==> config.mk <==
export PLATFORM = sky130hd
export DESIGN_NAME = gauss5_share_sched_flat
export DESIGN_NICKNAME = d
export VERILOG_FILES = /design/src/rtl/gauss5_share_sched_pkg.sv /design/src/rtl/gauss5_share_sched_if.sv /design/src/rtl/gauss5_share_sched.sv /design/src/flat_wrapper.sv
export SDC_FILE = /design/constraint.sdc
export NUM_CORES = 2
export LEC_CHECK = 0
export ABC_AREA = 1
export CAP_MARGIN = 20
export CORE_AREA = 2 2 630 632
export DETAILED_ROUTE_END_ITERATION = 6
export DIE_AREA = 0 0 632 634
export GPL_TIMING_DRIVEN = 0
export MAX_ROUTING_LAYER = met4
export PLACE_DENSITY = 0.43
export SLEW_MARGIN = 20
export SYNTH_ARGS = -nofsm -noshare
export SYNTH_HDL_FRONTEND = slang
export SYNTH_SLANG_ARGS = --single-unit
==> constraint.sdc <==
create_clock -name clk -period 1.81 [get_ports clk]
set_input_delay 0.362 -clock clk [delete_from_list [all_inputs] [get_ports clk]]
set_output_delay 0.362 -clock clk [all_outputs]
set_load 0.005 [all_outputs]
### Wiring heat map

Scale: 0.5 px per µm. The die is cut into 32 by 32 equal tiles; dark purple is low, yellow is high, scaled to the fullest tile. Values are wire area over tile area, all layers added.
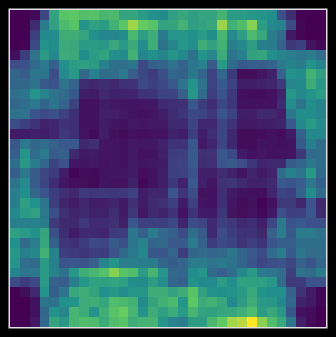
nearly empty tiles: 2.9%
tiles over half the peak: 22%
fullest tile: 0.58
densest ninth of the die: bottom centre
Routed WL: 444000 µm
vias: 66200
per-cell routed wire length: 27.5 µm

### Placement view

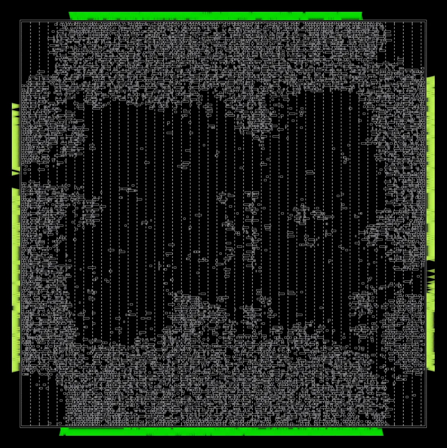
Fillers: 42500
Finished Core Util: 28.2%

### Layout detail

Window x 291 to 341, y 419 to 469 µm. Cells in grey, sequential cells in the stronger grey; small squares are vias.
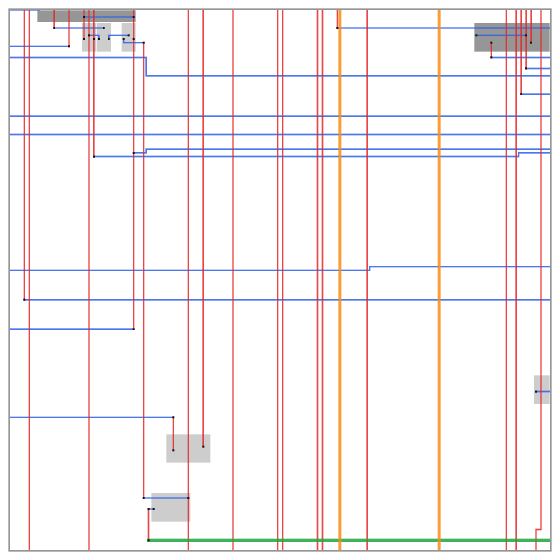
legend:
  met2:
    colour: red
  met1:
    colour: blue
  met3:
    colour: green
  met4:
    colour: orange
cells with their middle in the window: 6
most frequent: nand2_1 (3)
sequential cells in the window: 1

### Supply network

Pins as bars on the die edge.
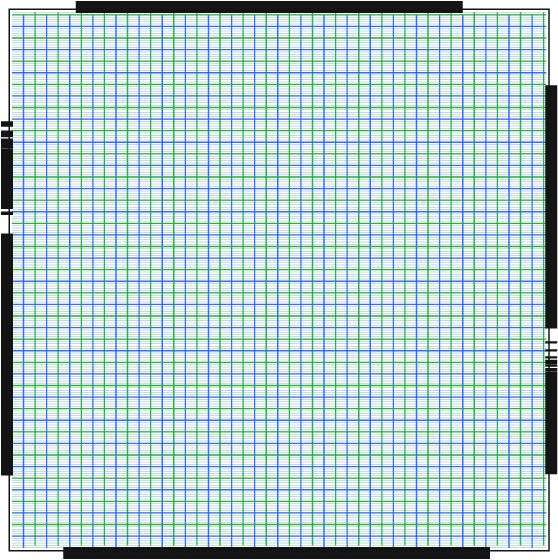
legend:
  VDD:
    colour: green
  VSS:
    colour: blue
met4 straps: 46
met1 rails: 232
rows: 231
Die H: 634 µm
Max VDD drop: 0.805 mV
core area: 394000 µm²
chip width: 632 µm

==> metrics.cfg <==
[placement]
dpl_cell_area_um2=88100
routabilityCongestion=0.934

[yosys]
synthArstFlopShare_pct=100
most_common_cell=nand2_1
edf_count=0
ys_ff=1556
synth_nets=8898
synth.area.top_cells=dfrtp_1 (60%), nand2_1 (26%), o21ai_0 (4.2%)
synthAdderAreaFrac_pct=0.0967
ys_sh_xor_pct=0

[worst_setup_path]
critPathSlowestCell=dfrtp_1
path_cells=inv_2 -> ha_4 -> buf_16 -> clkinv_16 -> buf_16 -> nor2_4 -> buf_12 -> buf_16 -> nand2_4 -> o21ai_1
critPathKind=flop to flop
end_kind=flop

[timing]
setup_viol=1740
final.setup.worst_slack_ns=-0.311
drv_slew=0
final.setup.tns_ns=-182.74
hold_ws_ns=-0.148
hold_violations=115

[global_route]
grt_usage_pct=21.6
gr-total-overflow=0
grt_pass1_wl_um=577000

[routing]
dr.first_iter.drc_count=5545

[run_status]
failed_checks=hold timing, setup timing
run_status=finished with violations

[job]
warning_count=73

[cts]
numCtsBuffers=201

[metal layers]
layer	vias to the layer above	part of all wire, %	track usage, %
met1	32900	44	28.2
met4	0	3.3	6.90
met3	569	6.3	3.92
li1	30400	-	-
met2	2432	46	34.0
met5	-	0	-
[repair_timing]
item | in CTS | in global routing
cloned | 40 | 29
buffers inserted | 93 | 45
pin swaps | 85 | 47
resized | 1654 | 761
hold buffers | 827 | 11
endpoints found under the setup margin | 2360 | 2304
endpoints found under the hold margin | 1071 | 247
[report_power, final]
part / internal, mW / switching, mW
Sequential: 50.2 / 11.1
Combinational: 30.1 / 43.3
Clock: 24.6 / 17.9
[worst register-to-register path: cells and delay by family, from the launching register on]
kind,cells,cell delay [ns]
AND-OR/OR-AND,1,0.11
flip-flops,1,0.39
adder cells (fa/ha/maj),1,0.18
AND/OR/NAND/NOR,2,0.30
buffers and inverters,6,1.09
[layout by cell type, fill, tap and decap left out, types with 28 or more instances in the layout]
| cell | count |
|---|---|
| clkdlybuf4s50_1 | 1134 |
| o21ai_2 | 71 |
| nor2_1 | 30 |
| clkbuf_2 | 111 |
| dlygate4sd3_1 | 831 |
| nand3_1 | 226 |
| buf_4 | 116 |
| o21ai_0 | 363 |
| dlygate4sd2_1 | 380 |
| dfrtp_1 | 1538 |
| mux2_2 | 39 |
| clkinv_2 | 32 |
| buf_8 | 51 |
| nand2_4 | 62 |
| nand3_4 | 70 |
| o21ai_1 | 302 |
| nand2_2 | 113 |
| buf_16 | 60 |
| clkbuf_4 | 39 |
| clkbuf_1 | 72 |
| clkbuf_16 | 253 |
| diode_2 | 130 |
| clkbuf_8 | 51 |
| buf_2 | 139 |
| nand2_1 | 4234 |
| buf_6 | 77 |
| nand3_2 | 65 |
| mux2_4 | 28 |
| clkdlybuf4s15_1 | 32 |
| buf_12 | 92 |
| inv_1 | 42 |
[cell type report]
| class | instances | area share, % |
|---|---|---|
| inverter | 51 | 0.226 |
| timing repair buffer | 2677 | 25.1 |
| tap | 5242 | 5.89 |
| clock buffer | 294 | 5.27 |
| multi-input combinational | 5645 | 23.1 |
| antenna | 130 | 0.292 |
| clock inverter | 66 | 0.808 |
| sequential | 1556 | 35.0 |
| buffer | 499 | 4.30 |
[kinds of logic after synthesis]
| kind of cell | after synthesis |
|---|---|
| buffers and inverters | 556 |
| flip-flops | 1556 |
| AND-OR/OR-AND | 754 |
| AND/OR/NAND/NOR | 4817 |
| adder cells (fa/ha/maj) | 5 |
| multiplexers | 69 |
[per-stage QoR]
| stage | util [%] | power, mW |
|---|---|---|
| 3_5_place_dp | 22.4 | 122 |
| 6_report | 28.2 | 177 |
| 3_3_place_gp | 22.2 | 122 |
| 5_1_grt | 28.2 | 187 |
| 4_1_cts | 27.4 | 175 |
| 2_1_floorplan | - | 85.1 |
Power figures rest on the tool's default switching activity, not on a simulated workload.
